--- config.mk ---
export PLATFORM = sky130hd
export DESIGN_NAME = fetch_ctrl
export DESIGN_NICKNAME = d
export VERILOG_FILES = /design/src/rtl/riscv_pkg.sv /design/src/rtl/fetch_ctrl.sv
export SDC_FILE = /design/constraint.sdc
export NUM_CORES = 1
export LEC_CHECK = 0
export ABC_AREA = 1
export CAP_MARGIN = 0
export CORE_ASPECT_RATIO = 0.9
export CORE_UTILIZATION = 41
export DETAILED_ROUTE_END_ITERATION = 10
export PLACE_DENSITY = 0.92
export SYNTH_ARGS = -nofsm -noshare
export SYNTH_HDL_FRONTEND = slang
export SYNTH_SLANG_ARGS = --single-unit
--- constraint.sdc ---
create_clock -name clk -period 1.95 [get_ports clk]
set_input_delay 0.2925 -clock clk [delete_from_list [all_inputs] [get_ports clk]]
set_output_delay 0.2925 -clock clk [all_outputs]
set_load 0.005 [all_outputs]
--- src/rtl/riscv_pkg.sv ---
// Shared definitions for the fetch stage.
//   fetch_state_t : fetch sequencer states
//   NOP_INSTR     : instruction shown to decode when nothing is buffered
//                   (addi x0,x0,0)
package riscv_pkg;

   typedef enum logic [2:0] {
      IDLE = 3'd0,
      REQ  = 3'd1,
      WAIT = 3'd2,
      HOLD = 3'd3,
      DROP = 3'd4
   } fetch_state_t;

   localparam logic [31:0] NOP_INSTR = 32'h0000_0013;

endpackage

--- src/rtl/fetch_ctrl.sv ---
// Fetch-stage controller. It sequences the PC register and the instruction
// memory port, keeps at most one imem request outstanding, buffers the
// returned instruction for decode, and handles branch/jump redirects,
// including discarding responses that belong to abandoned requests.
//
// Ports
//   clk, rst_n          clock, synchronous active-low reset
//   pc_i                current PC from the PC register
//   pc_stall_o          hold the PC register
//   pc_src_o            PC register loads pc_target_o instead of pc+4
//   pc_target_o         word-aligned redirect target
//   imem_req_o/addr_o   fetch request and address
//   imem_gnt_i          request accepted this cycle
//   imem_rvalid_i/rdata response (in order, at least one cycle after grant)
//   redirect_i/target_i taken branch/jump pulse from execute
//   dec_valid_o/instr_o/pc_o/ready_i  buffered instruction to decode
//   drop_cnt_o          saturating count of discarded responses
//
// state | meaning
// ------+--------------------------------------------------------------
// IDLE  | one bubble after reset, no request
// REQ   | request presented at pc_i, waiting for grant
// WAIT  | request granted, waiting for its response
// HOLD  | instruction buffered, waiting for decode to accept
// DROP  | a stale request is outstanding, its response will be discarded
module fetch_ctrl
   import riscv_pkg::*;
#(
   parameter int                 XLEN      = 32,
   parameter logic [XLEN-1:0]    NOP_INSTR = riscv_pkg::NOP_INSTR,
   parameter int                 CNT_W     = 16
) (
   input  logic              clk,
   input  logic              rst_n,
   input  logic [XLEN-1:0]   pc_i,
   output logic              pc_stall_o,
   output logic              pc_src_o,
   output logic [XLEN-1:0]   pc_target_o,
   output logic              imem_req_o,
   output logic [XLEN-1:0]   imem_addr_o,
   input  logic              imem_gnt_i,
   input  logic              imem_rvalid_i,
   input  logic [XLEN-1:0]   imem_rdata_i,
   input  logic              redirect_i,
   input  logic [XLEN-1:0]   redirect_target_i,
   output logic              dec_valid_o,
   output logic [XLEN-1:0]   dec_instr_o,
   output logic [XLEN-1:0]   dec_pc_o,
   input  logic              dec_ready_i,
   output logic [CNT_W-1:0]  drop_cnt_o
);

   fetch_state_t     state;
   fetch_state_t     state_nxt;
   logic [XLEN-1:0]  fetch_addr;
   logic             drop_inc;
   logic             unused_target_lsbs;

   assign unused_target_lsbs = ^redirect_target_i[1:0];

   // A response is thrown away either while waiting out a stale request, or
   // when it arrives in the same cycle a redirect kills the current fetch.
   assign drop_inc = imem_rvalid_i &&
                     ((state == DROP) || ((state == WAIT) && redirect_i));

   always_ff @(posedge clk) begin
      if (!rst_n) begin
         state <= IDLE;
      end else begin
         state <= state_nxt;
      end
   end

   always_comb begin
      state_nxt = state;
      unique case (state)
         IDLE: state_nxt = REQ;
         REQ: begin
            if (imem_gnt_i) begin
               state_nxt = redirect_i ? DROP : WAIT;
            end else begin
               state_nxt = REQ;
            end
         end
         WAIT: begin
            if (redirect_i) begin
               state_nxt = imem_rvalid_i ? REQ : DROP;
            end else if (imem_rvalid_i) begin
               state_nxt = HOLD;
            end
         end
         HOLD: begin
            if (redirect_i || dec_ready_i) begin
               state_nxt = REQ;
            end
         end
         DROP: begin
            // A second redirect here only reloads the PC; the one stale
            // response is still pending.
            if (imem_rvalid_i) begin
               state_nxt = REQ;
            end
         end
         default: state_nxt = IDLE;
      endcase
   end

   always_comb begin
      imem_req_o  = 1'b0;
      imem_addr_o = pc_i;
      pc_src_o    = 1'b0;
      pc_stall_o  = 1'b1;
      pc_target_o = {redirect_target_i[XLEN-1:2], 2'b00};
      if (rst_n) begin
         imem_req_o = (state == REQ);
         pc_src_o   = redirect_i;
         pc_stall_o = !(redirect_i || ((state == REQ) && imem_gnt_i));
      end
   end

   always_ff @(posedge clk) begin
      if (!rst_n) begin
         fetch_addr  <= '0;
         dec_valid_o <= 1'b0;
         dec_instr_o <= NOP_INSTR;
         dec_pc_o    <= '0;
         drop_cnt_o  <= '0;
      end else begin
         if ((state == REQ) && imem_gnt_i) begin
            fetch_addr <= pc_i;
         end

         if (redirect_i) begin
            dec_valid_o <= 1'b0;
            dec_instr_o <= NOP_INSTR;
         end else if ((state == WAIT) && imem_rvalid_i) begin
            dec_valid_o <= 1'b1;
            dec_instr_o <= imem_rdata_i;
            dec_pc_o    <= fetch_addr;
         end else if ((state == HOLD) && dec_ready_i) begin
            dec_valid_o <= 1'b0;
            dec_instr_o <= NOP_INSTR;
         end

         if (drop_inc && (drop_cnt_o != {CNT_W{1'b1}})) begin
            drop_cnt_o <= drop_cnt_o + CNT_W'(1);
         end
      end
   end

endmodule

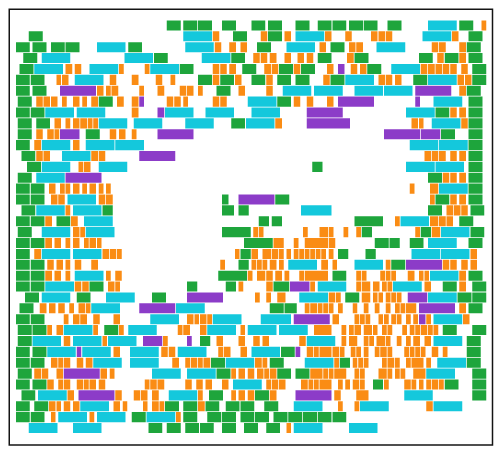
class_map.png
Scale: 4 px per um.
cyan -> sequential cells  # cells 116
purple -> clock drivers and dummy loads  # cells 31
orange -> remaining logic cells  # cells 465
green -> remaining buffers and delay cells  # cells 207

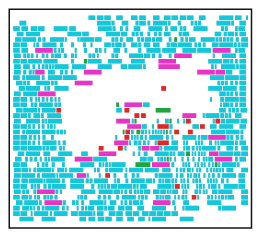
sizing.png
Scale: 2 px per um.
cyan -> x1 and smaller  # cells 759
green -> x2  # cells 13
magenta -> x6 and larger  # cells 28
red -> x3 and x4  # cells 19

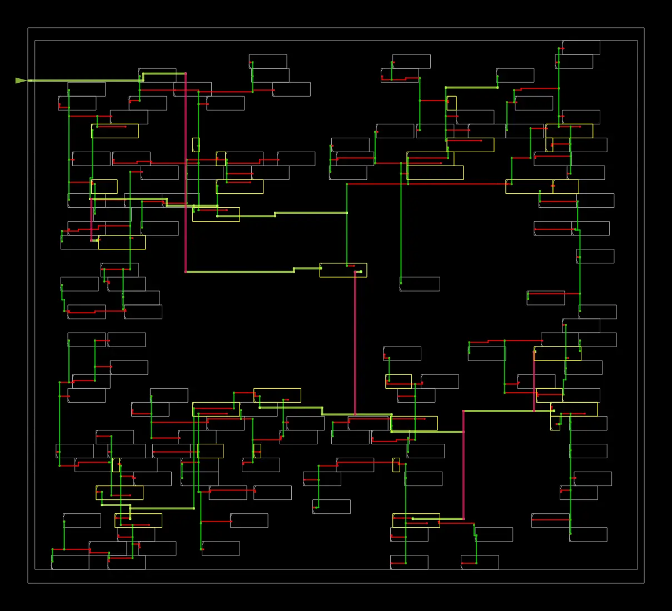
clock_nets.png
Clock Skew: 0.00571 ns
Flops: 116
clock buf count: 27

==> out/summary.txt <==
Combinational Power Share -> 9.8%
GR Layer Usage met2 -> 36.7%
share of power burned in registers -> 41.3%
fraction of area in multi-input gates -> 28.2%
yosys simple share -> 26.4%
Met1 Routed Length -> 5920 um
run status -> complete, no violations
synth cell count leaders -> nand2_1, nand3_1, dfxtp_1
placed cells -> 948
Syn-to-layout area delta -> 41.2%
number of setup buffers added after CTS -> 0
Max VDD drop -> 491 uV
WHS -> 0.369 ns
Routed Antenna Nets -> 0
Pre-Place Util -> 42.5%
Register-to-Register Setup Slack -> 0.25 ns
Die Area -> 0.0131 mm2
synthesized instance count -> 690
overall power -> 0.00597 W
ys cells -> 690
Overall Global Routing Usage -> 21.8%
switch share -> 22.4%
Slowest cell on crit path -> clkdlybuf4s50_1
Leakage Power -> 2.58 nW
drt total wl -> 14200 um
pins over their slew limit -> 0
diodes inserted -> 0
Comb. pwr -> 0.000587 W
Critical Path Start -> rst_n
Worst path max stage delay -> 0.52 ns
Flop+latch power -> 0.00246 W
Fillers -> 1098
classification of the worst setup path -> in -> out
Max Buffers Root-to-Sink -> 2
max_cap viols -> 0
DP Worst Slack -> 0.00279 ns
# hold bufs at CTS -> 0
Top cells by area -> dfxtp_1, nand3_1, a21oi_1
IO Pins -> 250
Final Wtd Congestion -> 0.837
flop share of the area -> 31.8%
Logic cell area -> 0.00206 mm2
DR top layer -> met4
MUX share of area -> 0%
Core Footprint -> 0.0122 mm2
P_int -> 0.00463 W
Yosys top cell area share -> 44.9%
met2 routed WL -> 6980 um
Async S/R FF share, synth -> 0%
Post-DP Area -> 0.00675 mm2
Adders+Majority by Area -> 0.242%
Final Cell Area -> 0.00731 mm2
Mean Syn Cell Area -> 7.50 um2
number of DRC markers in iteration 0 -> 301
die width -> 120 um
Inverters -> 26
Port Buf Inserts -> 185
crit end category -> output port
Hold Path Sink -> state[0]
TritonCTS clock tree -> done
Clk pwr share -> 48.8%
grt ovf -> 0
biggest area consumer among synthesized cells -> dfxtp_1
Critical Path Start Type -> input port
OpenROAD warning count -> 28
H-tree Lvls -> 4
Worst Hold Launch -> imem_rvalid_i
met3 usage -> 7.49%
xor and xnor fraction of the mapped netlist area -> 1.18%
vias per std cell -> 5.15
cell chain of the critical path -> clkdlybuf4s50_1 -> buf_4 -> nand2_1 -> inv_1 -> clkdlybuf4s50_1
R2R Path End -> fetch_addr[11]
GRT Max-Usage Layer -> met2
PwrDens -> 816 mW/mm2
cell count of the worst hold path -> 5
GRT met1 Usage -> 25.4%
most numerous logic cell after layout -> clkdlybuf4s50_1
Worst Setup EP -> pc_src_o
first-pass GRT wire length -> 22300 um
cell depth of the worst setup path -> 5
ys flops -> 116
tapcells inserted -> 160
post-CTS sizing -> 4
Main power group -> the clock network
yosys synthesis chip area -> 0.00517 mm2
Synth logic family -> simple AND/OR/NAND/NOR gates
Worst-path clk slew -> 0.05 ns
Buffers excl. clock -> 207
# DRC -> 0
NetSw -> 0.00134 W
row cnt -> 38
r2r startpoint -> state[2]
nets -> 910
clock root buffer -> clkbuf_16
Max Freq -> 0.537 GHz
post-route clock period utilization -> 95.6%
Num CTS Buffers -> 17
Yosys top cell by instances -> nand2_1
vias in the first global route -> 4589
Synth Seq Share -> 44.9%
top cell category -> registers
initial antenna violation count -> 0
Compound Share, Synth -> 12.0%
Storage cell area -> 0.00232 mm2
final setup violation count -> 0
Signal buf overhead -> 28.2%
top flop regs -> dec_instr_o: 32 flops, dec_pc_o: 32 flops, fetch_addr: 32 flops
worst skew pair latency -> 0.41 ns
CP top delay family -> buffers and inverters
Most common cell on crit path -> clkdlybuf4s50_1
Multi-In Gates -> 439
Period minus WS final -> 1.86 ns
DRT Pass-1 Iters -> 5
Crit path arrival time -> 1.57 ns
DR WL met3 -> 1120 um
RSZ-0062 raised after global routing -> no
Core Util, Final -> 60.0%
ys flop type -> dfxtp_1
drt wl/cell -> 14.5 um
endpoints failing hold -> 0
Sum Neg Setup Slack -> 0 ns
Via Count -> 5038
setup slack after layout -> 0.0864 ns
Die H -> 109 um
count of unique library cells instantiated by Yosys -> 25
CTS Sinks -> 116
HP Class -> in -> reg
share of layout cells above drive strength 1 -> 7.33%
largest net degree at the start of global routing -> 65
crit-path max FO -> 9
Final Non-Filler Cells -> 979
Top Layout Cells -> clkdlybuf4s50_1, nand2_1, nand3_1
Post-Syn Area -> 0.00517 mm2
worst endpoint required time -> 1.66 ns
No activity file was given, so power comes from the tool's default toggle rates.
